Fig. 1: run 1, routed clock nets over the placement
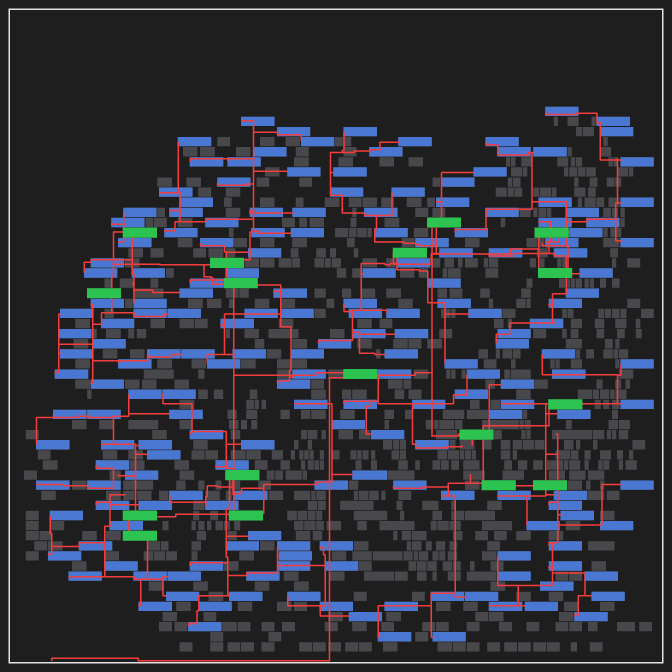
Fig. 2: run 1, clock wiring as the flow saved it
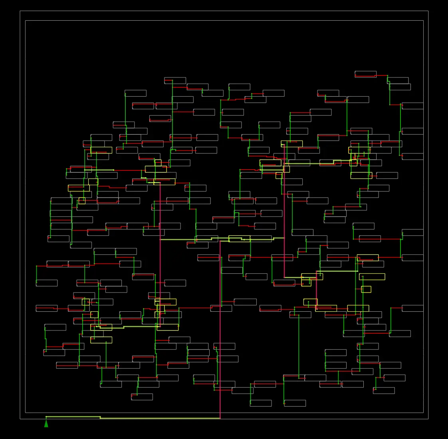
Fig. 3: run 1, I/O pins on the die edge
Pins as bars across the die edge, other pins in grey.
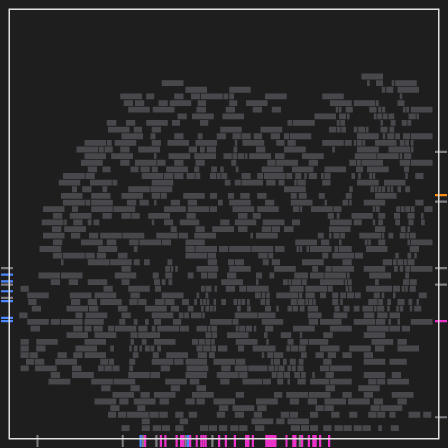
**src/rtl/display_pkg.sv**
```systemverilog
// Constants, types and frame helpers shared by the display SPI host and slave.
package display_pkg;

    localparam logic [3:0] CMD_WRITE     = 4'b0001;
    localparam logic [3:0] ENABLE_REG    = 4'd0;
    localparam logic [3:0] RADIX_REG     = 4'd9;
    localparam int         NUM_REGISTERS = 10;
    localparam int         BYTE_WIDTH    = 8;
    localparam int         FRAME_W       = 16;

    typedef struct packed {
        logic [31:0] value;
        logic [7:0]  point;
        logic [7:0]  enable;
    } snapshot_t;

    typedef enum logic [1:0] {
        S_IDLE,
        S_SCAN,
        S_SEND
    } sched_state_t;

    typedef enum logic [2:0] {
        T_IDLE,
        T_LEAD,
        T_LOW,
        T_HIGH,
        T_TAIL0,
        T_TAIL1,
        T_GAP
    } tx_state_t;

    // Register 0 carries the enables, 9 the radix points, 1..8 one digit nibble each.
    function automatic logic [BYTE_WIDTH-1:0] reg_data(input snapshot_t s, input logic [3:0] addr);
        logic [31:0] sh;
        sh = s.value >> {addr - 4'd1, 2'b00};
        case (addr)
            ENABLE_REG: reg_data = s.enable;
            RADIX_REG:  reg_data = s.point;
            default:    reg_data = {4'h0, sh[3:0]};
        endcase
    endfunction

    function automatic logic [FRAME_W-1:0] make_frame(input logic [3:0] addr,
                                                      input logic [BYTE_WIDTH-1:0] data);
        return {CMD_WRITE, addr, data};
    endfunction

endpackage

```
**src/rtl/display_spi_scheduler_frame_tx.sv**
```systemverilog
// Single 16-bit SPI write frame: lead-in, 16 bits MSB first, tail, inter-frame gap.
module spi_frame_tx
    import display_pkg::*;
#(
    parameter int CLK_DIV    = 4,
    parameter int GAP_CYCLES = 8
) (
    input  logic               block_clk_i,
    input  logic               rst_low_i,
    input  logic               start,
    input  logic [FRAME_W-1:0] frame,
    output logic               ready,
    output logic               commit,
    output logic               done,
    output logic               sclk,
    output logic               ss,
    output logic               mosi
);

    localparam logic [15:0] DIV_LAST = 16'(CLK_DIV - 1);
    localparam logic [15:0] GAP_LAST = 16'(GAP_CYCLES - 1);

    tx_state_t          state, state_d;
    logic [15:0]        cnt, cnt_d;
    logic [FRAME_W-1:0] shreg, shreg_d;
    logic [3:0]         bit_cnt, bit_d;
    logic               div_end;

    assign div_end = (cnt == DIV_LAST);

    always_ff @(posedge block_clk_i or negedge rst_low_i) begin
        if (!rst_low_i) begin
            state   <= T_IDLE;
            cnt     <= '0;
            shreg   <= '0;
            bit_cnt <= '0;
        end else begin
            state   <= state_d;
            cnt     <= cnt_d;
            shreg   <= shreg_d;
            bit_cnt <= bit_d;
        end
    end

    always_comb begin
        state_d = state;
        cnt_d   = cnt + 16'd1;
        shreg_d = shreg;
        bit_d   = bit_cnt;
        commit  = 1'b0;
        done    = 1'b0;
        case (state)
            T_IDLE: begin
                cnt_d = '0;
                if (start) begin
                    state_d = T_LEAD;
                    shreg_d = frame;
                    bit_d   = '0;
                end
            end
            T_LEAD: if (div_end) begin
                state_d = T_LOW;
                cnt_d   = '0;
            end
            T_LOW: if (div_end) begin
                state_d = T_HIGH;
                cnt_d   = '0;
            end
            T_HIGH: if (div_end) begin
                cnt_d = '0;
                if (bit_cnt == 4'd15) begin
                    state_d = T_TAIL0;
                end else begin
                    state_d = T_LOW;
                    shreg_d = {shreg[FRAME_W-2:0], 1'b0};
                    bit_d   = bit_cnt + 4'd1;
                end
            end
            T_TAIL0: if (div_end) begin
                state_d = T_TAIL1;
                cnt_d   = '0;
            end
            T_TAIL1: if (div_end) begin
                state_d = T_GAP;
                cnt_d   = '0;
                commit  = 1'b1;
            end
            T_GAP: if (cnt == GAP_LAST) begin
                state_d = T_IDLE;
                cnt_d   = '0;
                done    = 1'b1;
            end
            default: state_d = T_IDLE;
        endcase
    end

    // Pins decode straight from the state flops so reset forces idle levels at once.
    assign ready = (state == T_IDLE);
    assign sclk  = (state == T_IDLE) || (state == T_HIGH) || (state == T_GAP);
    assign ss    = !((state == T_LOW) || (state == T_HIGH) || (state == T_TAIL0));
    assign mosi  = ((state == T_LOW) || (state == T_HIGH)) ? shreg[FRAME_W-1] : 1'b1;

endmodule

```
**src/rtl/display_spi_scheduler.sv**
```systemverilog
// Sends only the display registers whose snapshot value differs from what the slave holds.
module display_spi_scheduler
    import display_pkg::*;
#(
    parameter int CLK_DIV    = 4,
    parameter int GAP_CYCLES = 8
) (
    input  logic        block_clk_i,
    input  logic        rst_low_i,
    input  logic        update_i,
    input  logic [31:0] value_i,
    input  logic [7:0]  point_i,
    input  logic [7:0]  enable_i,
    output logic        busy_o,
    output logic        done_o,
    output logic        spi_sclk_o,
    output logic        spi_ss_o,
    output logic        spi_mosi_o
);

    sched_state_t          state, state_d;
    snapshot_t             shadow;
    logic [3:0]            idx, idx_d;
    logic                  pending, clr_pending;
    logic [NUM_REGISTERS-1:0] sent_vld;
    logic [BYTE_WIDTH-1:0] sent_data [NUM_REGISTERS];
    logic [BYTE_WIDTH-1:0] cur_data, frm_data;
    logic [FRAME_W-1:0]    tx_frame;
    logic                  dirty, tx_start, tx_ready, tx_commit, tx_done;

    assign cur_data = reg_data(shadow, idx);
    assign dirty    = !sent_vld[idx] || (cur_data != sent_data[idx]);
    assign tx_frame = make_frame(idx, cur_data);
    assign busy_o   = (state != S_IDLE);

    // Later updates simply overwrite the shadow; one pending bit remembers a rescan is owed.
    always_ff @(posedge block_clk_i or negedge rst_low_i) begin
        if (!rst_low_i) begin
            shadow  <= '0;
            pending <= 1'b0;
        end else begin
            if (update_i)
                shadow <= '{value: value_i, point: point_i, enable: enable_i};
            pending <= (pending && !clr_pending) || (update_i && (state != S_IDLE));
        end
    end

    always_ff @(posedge block_clk_i or negedge rst_low_i) begin
        if (!rst_low_i) begin
            state    <= S_IDLE;
            idx      <= '0;
            frm_data <= '0;
            sent_vld <= '0;
            for (int i = 0; i < NUM_REGISTERS; i++)
                sent_data[i] <= '0;
        end else begin
            state <= state_d;
            idx   <= idx_d;
            if (tx_start)
                frm_data <= cur_data;
            // Record the latched frame data, not the shadow, which may have moved on.
            if (tx_commit) begin
                sent_data[idx] <= frm_data;
                sent_vld[idx]  <= 1'b1;
            end
        end
    end

    always_comb begin
        state_d     = state;
        idx_d       = idx;
        tx_start    = 1'b0;
        clr_pending = 1'b0;
        done_o      = 1'b0;
        case (state)
            S_IDLE: if (update_i || pending) begin
                state_d     = S_SCAN;
                idx_d       = '0;
                clr_pending = 1'b1;
            end
            S_SCAN: begin
                if (dirty && tx_ready) begin
                    tx_start = 1'b1;
                    state_d  = S_SEND;
                end else if (idx == RADIX_REG) begin
                    if (pending) begin
                        idx_d       = '0;
                        clr_pending = 1'b1;
                    end else begin
                        state_d = S_IDLE;
                        done_o  = 1'b1;
                    end
                end else begin
                    idx_d = idx + 4'd1;
                end
            end
            S_SEND: if (tx_done) begin
                // A frame for the last register ends the sweep without another scan slot.
                if (idx == RADIX_REG) begin
                    idx_d = '0;
                    if (pending) begin
                        state_d     = S_SCAN;
                        clr_pending = 1'b1;
                    end else begin
                        state_d = S_IDLE;
                        done_o  = 1'b1;
                    end
                end else begin
                    state_d = S_SCAN;
                    idx_d   = idx + 4'd1;
                end
            end
            default: state_d = S_IDLE;
        endcase
    end

    spi_frame_tx #(
        .CLK_DIV    (CLK_DIV),
        .GAP_CYCLES (GAP_CYCLES)
    ) u_tx (
        .block_clk_i (block_clk_i),
        .rst_low_i   (rst_low_i),
        .start       (tx_start),
        .frame       (tx_frame),
        .ready       (tx_ready),
        .commit      (tx_commit),
        .done        (tx_done),
        .sclk        (spi_sclk_o),
        .ss          (spi_ss_o),
        .mosi        (spi_mosi_o)
    );

endmodule

```
**config.mk**
```make
export PLATFORM = sky130hd
export DESIGN_NAME = display_spi_scheduler
export DESIGN_NICKNAME = d
export VERILOG_FILES = /design/src/rtl/display_pkg.sv /design/src/rtl/display_spi_scheduler_frame_tx.sv /design/src/rtl/display_spi_scheduler.sv
export SDC_FILE = /design/constraint.sdc
export NUM_CORES = 1
export LEC_CHECK = 0
export CAP_MARGIN = 20
export CORE_MARGIN = 2
export CORE_UTILIZATION = 32
export DETAILED_ROUTE_END_ITERATION = 8
export PLACE_DENSITY = 0.5
export SLEW_MARGIN = 25
export SYNTH_ARGS = -nofsm -noshare
export SYNTH_HDL_FRONTEND = slang
export SYNTH_SLANG_ARGS = --single-unit
```
**constraint.sdc**
```tcl
create_clock -name block_clk_i -period 4.15 [get_ports block_clk_i]
set_input_delay 0.415 -clock block_clk_i [delete_from_list [all_inputs] [get_ports block_clk_i]]
set_output_delay 0.415 -clock block_clk_i [all_outputs]
set_load 0.005 [all_outputs]
```
==> run summary, run 1 <==
fresh numbers from the pnr run: CP required=3730 ps, outcome=finished, final reports clean, DP Wirelength=16400 um, Remaining Overflow, GRT=0, Comb area share=39.6%, CTS H-tree depth=4, M1 WL=12100 um, Pwr Total=3.80 mW, Post-Syn Area per Cell=12.1 um^2, FILL cells=2842, GR Layer Usage met1=24.3%, largest net degree at the start of global routing=104, vias in the first global route=6470, Placed Area=10600 um^2, power share of the combinational group=5.4%, worst slew pin tran=820 ps, count leader, synth=dfrtp_1, Top-area cell share=51.0%, hold slack=462 ps, Worst Setup SP=idx[1]$_DFFE_PN0P_, Sequential Power=1.95 mW, max-capacitance violation count=0, synth warn=0, combinational power=206 uW, core area=28900 um^2, critical path's largest stage delay=490 ps, NetSw=925 uW, drt wl/cell=18.8 um, routed wl met2=10300 um, Placed Cells=1212, final setup fails=0, crit path capture type=primary output, layout cells sized above 1=28.9%, Non-clock buffer share=7.98%, crit path time final=3910 ps, met3 Resource Use GR=2.79%, Netlist cell types=59, HP Class=reg -> reg, wire length of the first global-routing pass=37900 um, Max VDD drop=0.287 mV, residual DRC count=0, highest clock rate=256 MHz, worst r2r src=idx[1]$_DFFE_PN0P_, Final Wtd Congestion=0.781, Flop area=4810 um^2, MI comb cells=533, Final Instance Count excl. Fillers=1248, sequential fraction of design power=51.3%, antenna diode count=0, post-synthesis cell area=9410 um^2, Num Clock Sinks=192, antenna-violating nets left=0, PortBufs=55, buffers outside the clock class=98
-- Fig. 1 (at the start) --
legend:
  green:
    item: cells driving clock nets
    count: 17
  blue:
    item: flip-flops
    count: 192
  red:
    item: clock wires
    length: 2600 um
routed clock nets: 18
Clk pwr share: 43.3%
clk_skew: 12.6 ps
clock-net power: 1.65 mW

-- Fig. 2 (at the start) --
clock buffer count: 17
sequential cells: 192
Num CTS Buffers: 17
Worst-Skew Late Latency: 440 ps

-- Fig. 3 (at the start) --
legend:
  blue:
    port: enable_i
    pins: 8
    direction: input
    edge: 6 west, 2 south
  magenta:
    port: value_i
    pins: 32
    direction: input
    edge: 31 south, 1 east
  orange:
    port: spi_sclk_o
    pins: 1
    direction: output
    edge: east

-- run 1: logic make-up (layout without fill, tap and decap cells) --
| group | count (synthesis) | after routing | synth area share [%] |
|---|---|---|---|
| multiplexers | 207 | 207 | 25.5 |
| AND/OR/NAND/NOR | 201 | 201 | 10.6 |
| flip-flops | 192 | 192 | 51.0 |
| AND-OR/OR-AND | 93 | 93 | 7.07 |
| buffers and inverters | 53 | 139 | 2.38 |
| XOR/XNOR | 20 | 20 | 1.86 |
| adder cells (fa/ha/maj) | 12 | 12 | 1.59 |
-- run 1: registers in the layout, summed over array words and instances, names as in the netlist --
register,flops
sent_vld,10
u_tx.bit_cnt,4
frm_data,8
idx,4
u_tx.shreg,16
pending,1
u_tx.cnt,16
u_tx.state,3
state,2
shadow,48
sent_data,80
-- run 1: what timing repair did --
item	4_1_cts	5_1_grt
cloned	0	0
hold buffers	1	0
pin swaps	2	0
resized	10	2
setup endpoints to repair	1	1
endpoints found under the hold margin	45	0
setup buffers	3	0
-- run 1: layout by cell type, fill, tap and decap left out, types with 12 or more instances in the layout --
master	instances
mux2i_1	50
mux2_2	140
nor2_1	58
nand2_1	44
dfrtp_1	191
buf_4	40
nand3_1	21
a21oi_1	19
clkbuf_16	17
nand2b_1	12
clkdlybuf4s50_1	52
a22oi_1	18
-- run 1: final timing paths --
check / end / slack (ps) / depth (start not counted)
worst max-delay path: done_o / 240 / 11
worst min-delay path: sent_vld[3]$_DFFE_PN0P_ / 460 / 1
worst max register to register: frm_data[6]$_DFFE_PN0P_ / 630 / 10
worst min register to register: sent_vld[3]$_DFFE_PN0P_ / 460 / 1
max in group asynchronous: sent_vld[3]$_DFFE_PN0P_ / 2720 / 3
min in group asynchronous: shadow[40]$_DFFE_PN0P_ / 480 / 2
Fig. 4: run 1, sizing map
Bar = 50 um.
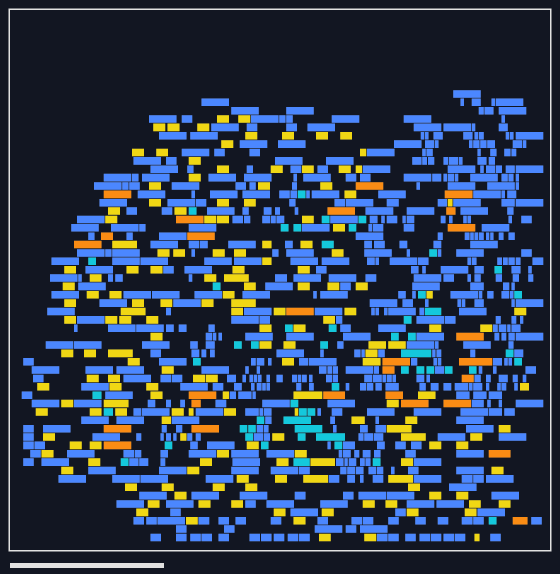

## Run 2: what changed since run 1
- CTS_BUF_LIST: default -> sky130_fd_sc_hd__clkbuf_4
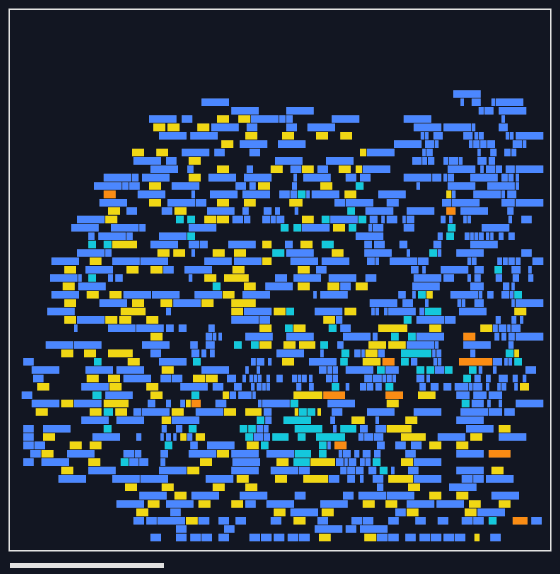
Fig. 5. Sizing map (run 2).
Bar = 50 um.
legend:
  blue:
    size: drive 1 or less
    cells: 605
    most_used: dfrtp_1
  cyan:
    size: drive 3 to 4
    cells: 78
    most_used: buf_4
  orange:
    size: drive 6 and up
    cells: 11
    most_used: inv_8
  yellow:
    size: drive 2
    cells: 175
    most_used: mux2_2

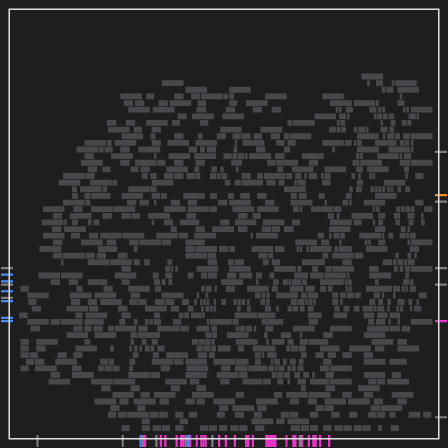
Fig. 6. I/O pins on the die edge (run 2).
Pins as bars across the die edge, other pins in grey.
legend:
  magenta:
    port: value_i
    pins: 32
    direction: input
    edge: 31 south, 1 east
  orange:
    port: spi_sclk_o
    pins: 1
    direction: output
    edge: east
  blue:
    port: enable_i
    pins: 8
    direction: input
    edge: 6 west, 2 south
all pins by edge: 40 south, 9 west, 7 east
PortBufs: 55
DIE WIDTH: 176 um

==> run summary, run 2 <==
fresh numbers from the pnr run: highest clock rate=252 MHz, reg-to-reg endpoint=idx[3]$_DFFE_PN0P_, clock-net power=1.04 mW, HP Class=in -> async, Sequential Power=1.95 mW, NetSw=852 uW, drt wl/cell=18.7 um, buffers outside the clock class=103, Num Clock Sinks=192, sequential fraction of design power=60.9%, layout cells sized above 1=30.4%, Post-Syn Area per Cell=12.1 um^2, clock buffer count=17, internal power=2.35 mW, CP max FO=5, final setup fails=0, R2R Setup Slk=620 ps, Max VDD drop=0.132 mV, crit path time final=3960 ps, CTS H-tree depth=4, DP Wirelength=16400 um, Non-clock buffer share=8.48%, antenna-violating nets left=0, MI comb cells=533, Post-Place Worst Slack=185 ps, vias in the first global route=6465, synth warn=0, clk_skew=37.1 ps, reg2reg path depth=11, most frequent cells in the layout=190 x dfrtp_1, 138 x mux2_2, 58 x nor2_1, power share of the combinational group=6.6%, residual DRC count=0, post-synthesis cell area=9410 um^2, Worst-Skew Late Latency=610 ps, max reg flops=80, max-capacitance violation count=0, Flop area=4810 um^2, antenna diode count=1, worst r2r src=idx[1]$_DFFE_PN0P_, core area=28900 um^2, Worst Path Buf+Inv=3, met3 Resource Use GR=2.58%, Top cell excl fill/tap=dfrtp_1, # Cells Yosys=778, crit path capture type=primary output, largest net degree at the start of global routing=104, Comb area share=40.7%, Top-area cell share=51.0%, Sw Share=26.6%, wire length of the first global-routing pass=37700 um, outcome=finished, final reports clean, M1 WL=12000 um, WP data arrival=3550 ps, Netlist cell types=59, Clk pwr share=32.5%, count leader, synth=dfrtp_1, Num CTS Buffers=17, NumNets Final=919, Final Wtd Congestion=0.781, FILL cells=2883, GR Layer Usage met1=24.3%, routed wl met2=10400 um, vias per cell=5.03, critical path's largest stage delay=500 ps, CP required=3730 ps, met3 WL post-DR=829 um, Top Registers=sent_data x80, shadow x48, sequential cells=192, Reg with most FFs=sent_data, worst slew pin tran=819 ps, Remaining Overflow, GRT=0, combinational power=210 uW
[run 2: cell counts after synthesis]
No cell type changed its count.
[run 2: worst reg2reg max path, delay by kind of cell (launching register included)]
kind | cells | cell delay [ps]
AND-OR/OR-AND | 4 | 1160
multiplexers | 2 | 820
buffers and inverters | 3 | 550
flip-flops | 1 | 430
adder cells (fa/ha/maj) | 1 | 320
XOR/XNOR | 1 | 140
[run 2: repair_timing]
action / 4_1_cts / 5_1_grt
setup endpoints to repair: 1 / 1
pin swaps: 6 / 6
hold buffers: 1 / 0
setup buffers: 6 / 2
hold endpoints to repair: 45 / 0
gates cloned: 0 / 0
resized: 19 / 7
[run 2: cell families (layout without fill, tap and decap cells)]
family / Yosys count / in the layout / synth area share (%)
buf+inv: 53 / 144 / 2.38
xor+xnor: 20 / 20 / 1.86
mux: 207 / 207 / 25.5
flops: 192 / 192 / 51.0
fa+ha+maj: 12 / 12 / 1.59
compound gates: 93 / 93 / 7.07
simple gates: 201 / 201 / 10.6
other cells: 0 / 1 / 0
[run 2: stage by stage]
stage / total power [mW] / hold slack, ps / cell area [um^2] / instances
floorplan: 2.07 / 119 / 9410 / 778
global placement: 2.19 / 384 / 10600 / 1212
detailed placement: 2.19 / 383 / 10600 / 1212
CTS: 3.25 / 251 / 11000 / 1251
global route: 3.35 / 266 / 11000 / 1254
finish: 3.20 / 291 / 11000 / 1254
[run 2: worst max path at each step]
stage	startpoint	depth (start not counted)	slack [ps]	to
detailed placement	idx[1]$_DFFE_PN0P_	11	180	done_o
floorplan	idx[1]$_DFFE_PN0P_	12	210	done_o
finish	idx[1]$_DFFE_PN0P_	11	190	done_o
CTS	idx[0]$_DFFE_PN0P_	13	0.4	done_o
global route	idx[2]$_DFFE_PN0P_	11	10	done_o
global placement	idx[1]$_DFFE_PN0P_	11	210	done_o
Fig. 7: run 2, clock wiring as the flow saved it
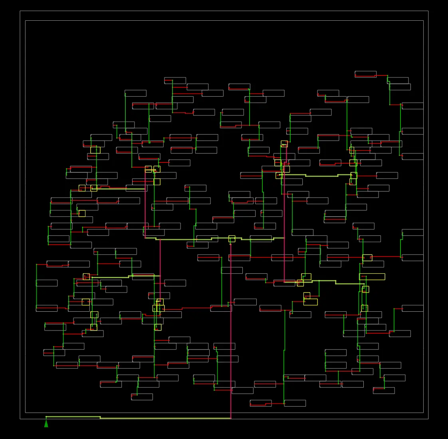

## Run 3: what changed since run 2
- CORE_UTILIZATION: 32 -> 50
- PLACE_DENSITY: 0.5 -> 0.71
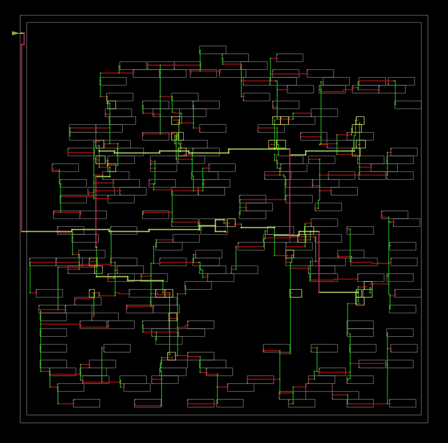
Fig. 8. Clock wiring as the flow saved it (run 3).
clk_skew: 32.3 ps
Worst-Skew Late Latency: 600 ps

==> run summary, run 3 <==
fresh numbers from the pnr run: outcome=finished, final reports clean, adder share=1.59%, crit path capture type=primary output, Final Instance Count excl. Fillers=1107, max reg flops=80, CTS H-tree depth=4, internal power=2.29 mW, routed wl met2=11000 um, drt wl/cell=20.5 um, PortBufs=55, Simple Share, Synth=10.6%, residual DRC count=0, Placed Cells=1056, vias in the first global route=6750, Top logic family=multiplexers, Sw Share=25.6%, layout cells sized above 1=31.4%, critical path's largest stage delay=440 ps, Final Wtd Congestion=0.847, Max VDD drop=0.254 mV, core area=18600 um^2, crit path time final=4010 ps, Top Registers=sent_data x80, shadow x48, GR Layer Usage met1=31.3%, antenna-violating nets left=0, Netlist cell types=59, Top-area cell share=51.0%, count leader, synth=dfrtp_1, FILL cells=1494, NumNets Final=922, met3 WL post-DR=1360 um, M1 WL=9790 um, power share of the combinational group=6.7%, Remaining Overflow, GRT=0, DIE WIDTH=141 um, Clk pwr share=29.7%, Post-Syn Area per Cell=12.1 um^2, largest net degree at the start of global routing=92, vias per cell=5.99, Max-slew headroom=39.6%, Top cell excl fill/tap=dfrtp_1, met3 Resource Use GR=6.28%, Num Clock Sinks=192, Flop area=4810 um^2, Reg with most FFs=sent_data, Worst Path Buf+Inv=4, CP required=3730 ps, Pwr Total=3.07 mW, NetSw=785 uW, Num CTS Buffers=17, final setup fails=0, Compound Share, Synth=7.07%, synth warn=0, max-capacitance violation count=0, hold slack=391 ps, highest clock rate=249 MHz, CP max FO=17
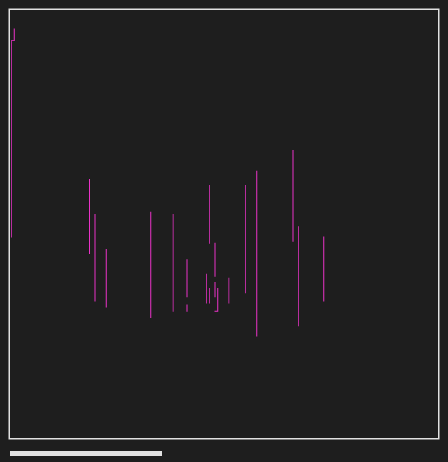
Fig. 9. M4 wires (run 3).
Bar = 50 um.
main direction: vertical
wire length on this layer: 462 um
longest straight run: 64.8 um
vias post-DR: 6631
drt total wl: 22600 um

run 3: cell counts after synthesis:
No cell type changed its count.
run 3: power by group through the flow:
stage                     combinational, mW  clock [mW]  sequential, mW
after floorplan                      0.0940           0            1.97
after global placement                0.188           0            1.99
after detailed placement              0.198           0            1.99
after CTS                             0.206       0.939            1.95
after global routing                  0.228        1.02            1.96
final                                 0.207       0.912            1.95
run 3: timing repair:
item                                   CTS  global route
buffers inserted                         8             8
hold buffers                             1             0
endpoints found under the hold margin   89             0
cloned                                   0             1
setup endpoints to repair                1             1
resized                                 13            34
pin swaps                                4            11
run 3: path summary, 6_finish.rpt:
kind                                         start                   endpoint  cells after the start  slack [ps]
setup / recovery                idx[1]$_DFFE_PN0P_                     done_o                     12         140
hold / removal                            update_i       state[1]$_DFFE_PN0P_                      4         390
setup reg to reg                idx[0]$_DFFE_PN0P_    frm_data[4]$_DFFE_PN0P_                     10         570
hold reg to reg            sent_vld[4]$_DFFE_PN0P_    sent_vld[4]$_DFFE_PN0P_                      1         480
max in group asynchronous                rst_low_i  sent_data[37]$_DFFE_PN0P_                      3        2680
min in group asynchronous                rst_low_i     shadow[42]$_DFFE_PN0P_                      2         440
run 3: metrics by stage:
stage          cell area (um^2)  setup slack (ps)
2_1_floorplan              9410               206
3_3_place_gp              10300               125
3_5_place_dp              10300              46.1
4_1_cts                   10700              11.9
5_1_grt                   11000             -23.0
6_report                  11000               142
run 3: final cells by class:
class / instances / share of cell area [%]
timing repair buffer: 106 / 9.32
antenna: 1 / 0.0228
tap: 234 / 2.67
clock buffer: 18 / 1.23
clock inverter: 14 / 0.982
sequential: 192 / 43.9
multi-input combinational: 533 / 41.6
inverter: 9 / 0.308
No activity file was given, so power comes from the tool's default toggle rates.
